==> config.mk <==
export PLATFORM = sky130hd
export DESIGN_NAME = video_timing_out_flat
export DESIGN_NICKNAME = d
export VERILOG_FILES = /design/src/rtl/video_timing_pkg.sv /design/src/rtl/video_timing_out_if.sv /design/src/rtl/video_sync_counter.sv /design/src/rtl/video_timing_out.sv /design/src/flat_wrapper.sv
export SDC_FILE = /design/constraint.sdc
export NUM_CORES = 1
export LEC_CHECK = 0
export CELL_PAD_IN_SITES_DETAIL_PLACEMENT = 2
export CELL_PAD_IN_SITES_GLOBAL_PLACEMENT = 2
export CORE_MARGIN = 4
export CORE_UTILIZATION = 30
export DETAILED_ROUTE_END_ITERATION = 12
export PLACE_DENSITY_LB_ADDON = 0.1
export SYNTH_ARGS = -nofsm -noshare
export SYNTH_HDL_FRONTEND = slang
export SYNTH_HIERARCHICAL = 1
export SYNTH_SLANG_ARGS = --single-unit
==> constraint.sdc <==
create_clock -name clock -period 4 [get_ports clock]
set_clock_uncertainty 0.2 [all_clocks]
set_input_delay 0.8 -clock clock [delete_from_list [all_inputs] [get_ports clock]]
set_output_delay 0.8 -clock clock [all_outputs]
set_load 0.02 [all_outputs]
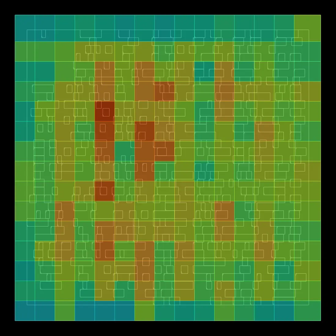
**Above:** congestion heat map.
met1 usage: 20.2%
met2 layer usage reported by global route: 27.9%
aggregate global-route resource usage: 16.2%
share of the core filled with cells in the final layout: 42.4%

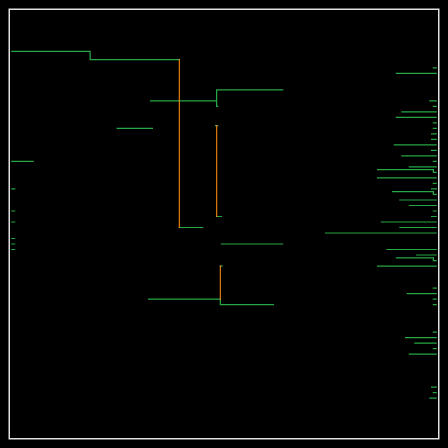
**Above:** signal wires by layer.
Two of the layers only.
- orange: metal 4 (wire length 72.1 um)
- green: metal 3 (wire length 402 um)
total routed wirelength: 8770 um
routed len/inst: 16.4 um

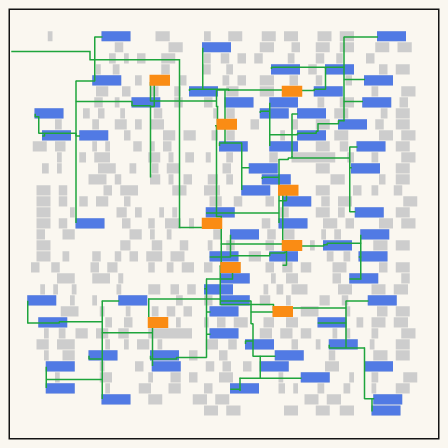
**Above:** clock network drawn from the DEF.
- green: clock wires (length 964 um)
- blue: flip-flops (count 64)
- orange: clock drivers (count 9)
- flops lie: all over the die
clock share of power: 43.7%
power in the clock group: 0.625 mW
clock latency on the worst-skew pair: 340 ps

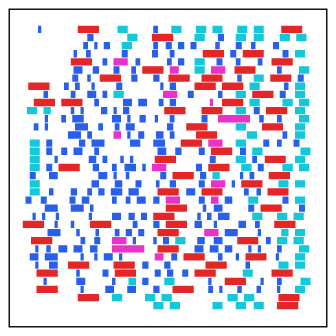
**Above:** placed cells, one color a class.
- magenta: clock drivers and dummy loads (cells 16)
- red: sequential cells (cells 64)
- cyan: remaining buffers and delay cells (cells 81)
- blue: combinational and other logic (cells 244)
row cnt: 35
finished layout cell area: 0.00394 mm2
fraction of standard cell area that is sequential: 32.5%

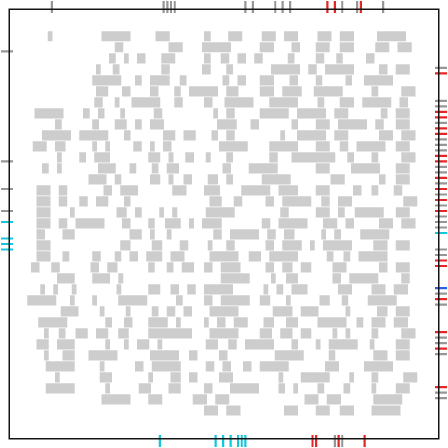
**Above:** pin placement.
Pins as bars across the die edge, other pins in gray.
- blue: `bus_pattern_en` (pins 1; direction input; edge right)
- red: `bus_pixel_data` (pins 24; direction input; edge 17 right, 4 bottom, 3 top)
- cyan: `bus_x_pos` (pins 12; direction output; edge 7 bottom, 4 left, 1 right)
- all pins by edge: 43 right, 16 top, 13 bottom, 8 left
horizontal die dimension: 106 um
die outline height: 106 um
quantity of I/O buffers inserted on ports: 77

==> out/README.md <==
| Metric | Reported | Unit |
| --- | --- | --- |
| Result of the run | completed | - |
| Setup repair after global routing missed its margin | no | - |
| Via/cell ratio | 4.87 | - |
| CTS H-Tree Depth | 3 | - |
| Number of antenna violations at the first check in global routing | 0 | - |
| Slew headroom | 51.0 | % |
| Crit end category | output port | - |
| Final worst path period need | 3730 | ps |
| Highest attainable clock frequency | 0.268 | GHz |
| Diode insertion count for antenna repair | 0 | - |
| Worst vdd ir | 0.000121 | V |
| Critical Path Fanout Max | 23 | - |
| Cells after synthesis | 331 | - |
| Fin. Hold Viols | 0 | - |
| CTS tree | built | - |
| DRT iter0 DRCs | 68 | - |
| Ys Warns | 6 | - |
| Main flop type | dfxtp_1 | - |
| Overall power after layout | 1.43 | mW |
| Number of max-cap violations | 0 | - |
| Areal power density over the cells | 363 | mW/mm2 |
| Core footprint | 0.00928 | mm2 |
| Number of max-slew violations in the final report | 0 | - |
| Antenna Violating Nets Remaining | 0 | - |
| Min-Delay Path Depth | 1 | - |
| Clock sink count | 64 | - |
| Post-synthesis cell area | 0.00287 | mm2 |
| Sequential fraction of the synthesis area | 44.7 | % |
| Resize count post-CTS | 0 | - |
| Yosys stat chip area | 0.00287 | mm2 |
| CTS Hold Buffers Added | 0 | - |
| Final setup violating endpoints | 0 | - |
| Post CTS Setup Buffer Count | 0 | - |
| Global placer's final weighted congestion | 0.749 | - |
| Area grow syn2layout | 37.3 | % |
| Gr ovfl total | 0 | - |
| Sum of negative setup slack | 0 | ps |
| Min Hold Slack | 228 | ps |
| Critical path data required time | 3000 | ps |
| Commonest non-fill, non-tap cells in the layout | clkdlybuf4s50_1, dfxtp_1, nor2_1, a21oi_1, and2_1 | - |
| Cell leakage power | 1.41 | nW |
| Crit path setup slack, layout | 272 | ps |
| Detailed-router iteration count before antenna repair | 4 | - |
| Dpl ws | 631 | ps |
| Detail Placement HPWL | 6230 | um |
| Reg2Reg Depth | 5 | - |
==> where the power goes <==
group / leakage (nW) / switching, mW / internal (mW)
logic: 0.785 / 0.0692 / 0.0705
clock network: 0.103 / 0.270 / 0.354
registers: 0.522 / 0.00979 / 0.655
total: 1.41 / 0.349 / 1.08
==> metal layers <==
metal / GRT usage, % / vias up
met4: 3.89 / 0
met5: 0 / -
li1: - / 1259
met3: 4.41 / 6
met2: 27.9 / 63
met1: 20.2 / 1272
==> worst max-delay path, cell delays in order (launching register included) <==
cell and delay, ps:
dfxtp_1 460, nor4bb_1 440, nand2_1 150, o2111a_1 510, and2_1 290, clkdlybuf4s50_1 550
==> area by class of cell <==
| cell class | count | area [um2] |
|---|---|---|
| Clock inverter | 6 | 92.6 |
| Inverter | 10 | 37.5 |
| Timing Repair Buffer | 81 | 801 |
| Clock buffer | 10 | 128 |
| Tap cell | 129 | 161 |
| Sequential cell | 64 | 1280 |
| Fill cell | 1043 | 5350 |
| Multi-Input combinational cell | 234 | 1440 |
==> stage by stage <==
stage | cell area (um2) | std cells
finish | 3940 | 534
global route | 3940 | 534
floorplan | 2870 | 332
global placement | 3720 | 518
detailed placement | 3720 | 518
CTS | 3940 | 534
==> logic make-up after synthesis <==
group / count (synthesis) / synth area share, %
simple gates: 152 / 30.4
flops: 64 / 44.7
compound gates: 60 / 12.3
buf+inv: 34 / 5.41
xor+xnor: 12 / 3.66
fa+ha+maj: 8 / 3.45
other cells: 1 / 0.131
==> synth_stat cells, types with 3 or more instances <==
| cell | count |
|---|---|
| clkbuf_1 | 15 |
| ha_1 | 7 |
| nand2b_1 | 19 |
| xor2_1 | 6 |
| and4_1 | 3 |
| o21ai_0 | 19 |
| and3_1 | 3 |
| nor3_1 | 5 |
| buf_2 | 4 |
| nand3_1 | 9 |
| and2_1 | 23 |
| a21oi_1 | 27 |
| nand2_1 | 16 |
| nor2b_1 | 15 |
| dfxtp_1 | 64 |
| nor2_1 | 27 |
| nor4b_1 | 5 |
| inv_1 | 9 |
| xnor2_1 | 6 |
| nand4_1 | 8 |
| or3_1 | 6 |
| nor4_1 | 3 |
No activity file was given, so power comes from the tool's default toggle rates.
